util_map.png
Drawn at 4 px/um. The die is cut into 11 by 11 equal tiles; white is low, dark blue is high, 0 to 100% covered.
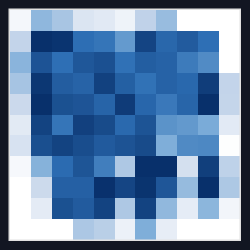
floorplan.png
Drawn at 8 px/um. Pins as bars on the die edge.
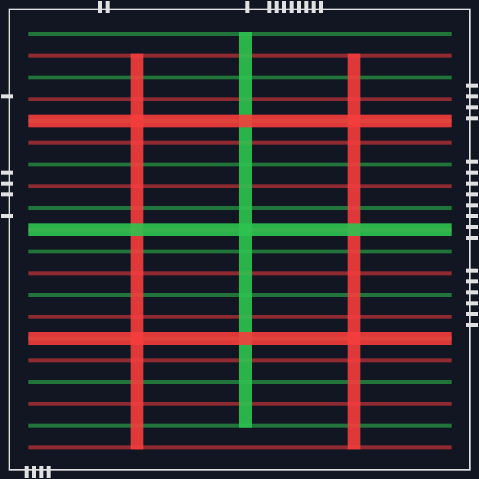
congestion_map.png
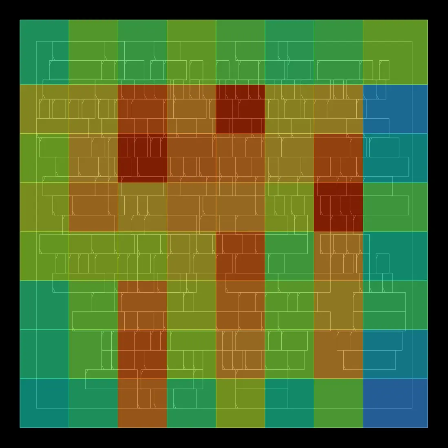
[src/rtl/seg_scan_driver.sv]
// seg_scan_driver: time-multiplexes four BCD stopwatch digits onto a 4-digit
// common-anode 7-segment display, with dp used as the min/sec separator.
//
// Ports:
//   clk       system clock, all logic on posedge
//   rst       synchronous, active-high reset
//   min_l     minutes tens digit      min_r  minutes ones digit
//   sec_l     seconds tens digit      sec_r  seconds ones digit
//   adj_mode  1 = adjust mode active
//   adj_sel   digit under adjust: 0=min_l 1=min_r 2=sec_l 3=sec_r, 4-7 none
//   seg       {g,f,e,d,c,b,a}, active-low, registered
//   an        digit anodes, active-low one-hot, an[0]=sec_r .. an[3]=min_l
//   dp        decimal point, active-low, registered
//
// Build option: define SEG_BLINK_EN to blank the digit under adjustment during
// the off phase of a BLINK_DIV-cycle blink toggle. Without it adj_mode/adj_sel
// are ignored and the display behaves as if the blink phase were always on.
module seg_scan_driver #(
    parameter int unsigned REFRESH_DIV = 100000,
    parameter int unsigned BLINK_DIV   = 25000000
) (
    input  logic       clk,
    input  logic       rst,
    input  logic [4:0] min_l,
    input  logic [4:0] min_r,
    input  logic [4:0] sec_l,
    input  logic [4:0] sec_r,
    input  logic       adj_mode,
    input  logic [2:0] adj_sel,
    output logic [6:0] seg,
    output logic [3:0] an,
    output logic       dp
);

    localparam int unsigned REF_W = (REFRESH_DIV > 1) ? $clog2(REFRESH_DIV) : 1;
    localparam logic [REF_W-1:0] REF_MAX = REF_W'(REFRESH_DIV - 1);

    localparam logic [6:0] SEG_OFF  = 7'b1111111;
    localparam logic [6:0] SEG_DASH = 7'b0111111;

    logic [REF_W-1:0] ref_cnt_q, ref_cnt_d;
    logic [1:0]       idx_q, idx_d;
    logic [6:0]       seg_q, seg_d;
    logic [3:0]       an_q, an_d;
    logic             dp_q, dp_d;
    logic             tick_c;
    logic             blank_c;
    logic [4:0]       digit_c;

    // BCD to active-low segments; anything outside 0-9 shows a dash
    function automatic logic [6:0] decode(input logic [4:0] d);
        logic [6:0] s;
        case (d)
            5'd0:    s = 7'b1000000;
            5'd1:    s = 7'b1111001;
            5'd2:    s = 7'b0100100;
            5'd3:    s = 7'b0110000;
            5'd4:    s = 7'b0011001;
            5'd5:    s = 7'b0010010;
            5'd6:    s = 7'b0000010;
            5'd7:    s = 7'b1111000;
            5'd8:    s = 7'b0000000;
            5'd9:    s = 7'b0010000;
            default: s = SEG_DASH;
        endcase
        return s;
    endfunction

    // Refresh divider and scan index
    always_comb begin
        ref_cnt_d = ref_cnt_q + REF_W'(1);
        idx_d     = idx_q;
        tick_c    = (ref_cnt_q == REF_MAX);
        if (tick_c) begin
            ref_cnt_d = '0;
            idx_d     = idx_q + 2'd1;
        end
    end

`ifdef SEG_BLINK_EN
    localparam int unsigned BLK_W = (BLINK_DIV > 1) ? $clog2(BLINK_DIV) : 1;
    localparam logic [BLK_W-1:0] BLK_MAX = BLK_W'(BLINK_DIV - 1);

    logic [BLK_W-1:0] blink_cnt_q, blink_cnt_d;
    logic             phase_on_q, phase_on_d;

    // Free-running blink divider; phase flips on each wrap
    always_comb begin
        blink_cnt_d = blink_cnt_q + BLK_W'(1);
        phase_on_d  = phase_on_q;
        if (blink_cnt_q == BLK_MAX) begin
            blink_cnt_d = '0;
            phase_on_d  = ~phase_on_q;
        end
    end

    always_ff @(posedge clk) begin
        if (rst) begin
            blink_cnt_q <= '0;
            phase_on_q  <= 1'b1;
        end else begin
            blink_cnt_q <= blink_cnt_d;
            phase_on_q  <= phase_on_d;
        end
    end

    // adj_sel numbering runs opposite to scan index: idx = 3 - adj_sel = ~adj_sel[1:0]
    assign blank_c = ~phase_on_q & adj_mode & ~adj_sel[2] & (idx_d == ~adj_sel[1:0]);
`else
    logic unused_adj;
    assign unused_adj = &{1'b0, adj_mode, adj_sel};
    assign blank_c    = 1'b0;
`endif

    // Digit selected by the index being loaded
    always_comb begin
        digit_c = sec_r;
        case (idx_d)
            2'd0: digit_c = sec_r;
            2'd1: digit_c = sec_l;
            2'd2: digit_c = min_r;
            2'd3: digit_c = min_l;
            default: digit_c = sec_r;
        endcase
    end

    // Output registers load only at the tick edge, for the new index
    always_comb begin
        seg_d = seg_q;
        an_d  = an_q;
        dp_d  = dp_q;
        if (tick_c) begin
            an_d = ~(4'b0001 << idx_d);
            if (blank_c) begin
                seg_d = SEG_OFF;
                dp_d  = 1'b1;
            end else begin
                seg_d = decode(digit_c);
                dp_d  = (idx_d != 2'd2);
            end
        end
    end

    always_ff @(posedge clk) begin
        if (rst) begin
            ref_cnt_q <= '0;
            idx_q     <= 2'd0;
            seg_q     <= SEG_OFF;
            an_q      <= 4'b1111;
            dp_q      <= 1'b1;
        end else begin
            ref_cnt_q <= ref_cnt_d;
            idx_q     <= idx_d;
            seg_q     <= seg_d;
            an_q      <= an_d;
            dp_q      <= dp_d;
        end
    end

    assign seg = seg_q;
    assign an  = an_q;
    assign dp  = dp_q;

endmodule

[config.mk]
export PLATFORM = sky130hd
export DESIGN_NAME = seg_scan_driver
export DESIGN_NICKNAME = d
export VERILOG_FILES = /design/src/rtl/seg_scan_driver.sv
export SDC_FILE = /design/constraint.sdc
export NUM_CORES = 1
export LEC_CHECK = 0
export CORE_MARGIN = 2
export CORE_UTILIZATION = 65
export DETAILED_ROUTE_END_ITERATION = 8
export DONT_BUFFER_PORTS = 1
export PLACE_DENSITY = 0.84
export SLEW_MARGIN = 20
export SYNTH_ARGS = -nofsm -noshare
export SYNTH_HDL_FRONTEND = slang
export SYNTH_SLANG_ARGS = --single-unit
[constraint.sdc]
create_clock -name clk -period 6.8 [get_ports clk]
set_input_delay 1.36 -clock clk [delete_from_list [all_inputs] [get_ports clk]]
set_output_delay 1.36 -clock clk [all_outputs]
set_load 0.01 [all_outputs]
==> flow_metrics.env <==
# implementation run metrics
export IMPL_tightest_slew_ns=0.788
export IMPL_run_status="finished clean"
export IMPL_syn_mean_instance_area_sq_um=8.16
export IMPL_ys_chip_area_sq_um=1850
export IMPL_die_height_um=57.4
export IMPL_placement_io_buffers=0
export IMPL_wl_met3_um=387
export IMPL_dpl_hpwl_um=3110
export IMPL_post_synth_fa_ha_maj_area_fraction=0.0270
export IMPL_chipArea_sq_um=3290
export IMPL_synthDistinctLibCells=53
export IMPL_crit_path_start_kind="input port"
export IMPL_synth_area_top_cells="dfxtp_1, nor2_1, xor2_1"
export IMPL_post_synth_top_area_cell="dfxtp_1"
export IMPL_whs_ns=0.453
export IMPL_mappedNetlistArea_sq_um=1850
export IMPL_synth_area_mux_share=0.0405
export IMPL_max_freq_mhz=348
export IMPL_switching_share=0.242
export IMPL_tritoncts="built"
export IMPL_tapCellCount=31
-- util_map.png (at the start) --
mean over tiles: 56%
fullest tile: 100%
densest ninth of the die: centre
tiles over 75% full: 44%
nearly empty tiles: 12%

-- floorplan.png (at the start) --
legend:
  green:
    net: VDD
  red:
    net: VSS
rows: 19
met5 straps: 3
met1 rails: 20

-- congestion_map.png (at the start) --
GRT met1 Usage: 0.329
Global Route Usage Sum: 0.255
met2 track utilization from global routing: 0.429
wire per inst: 16.7 um

-- path summary, 6_finish.rpt --
kind	from	endpoint	slack, ns	depth (start not counted)
setup / recovery	min_r[0]	seg[3]	3.93	8
hold / removal	ref_cnt_q[0]	ref_cnt_q[0]	0.45	1
setup reg to reg	ref_cnt_q[11]	seg[3]	3.93	10
hold reg to reg	ref_cnt_q[0]	ref_cnt_q[0]	0.45	1
-- power by group through the flow --
stage	combinational, mW	clock (mW)	sequential [mW]
floorplan	0.0156	0	0.182
finish	0.0199	0.111	0.178
CTS	0.0194	0.113	0.178
detailed placement	0.0192	0	0.182
global route	0.0219	0.122	0.178
global placement	0.0181	0	0.182
-- sequential cells by signal (all words and copies together), names as in the netlist --
signal     cells
seg            7
dp             1
an             3
ref_cnt_q     17
idx_q          2
No activity file was given, so power comes from the tool's default toggle rates.
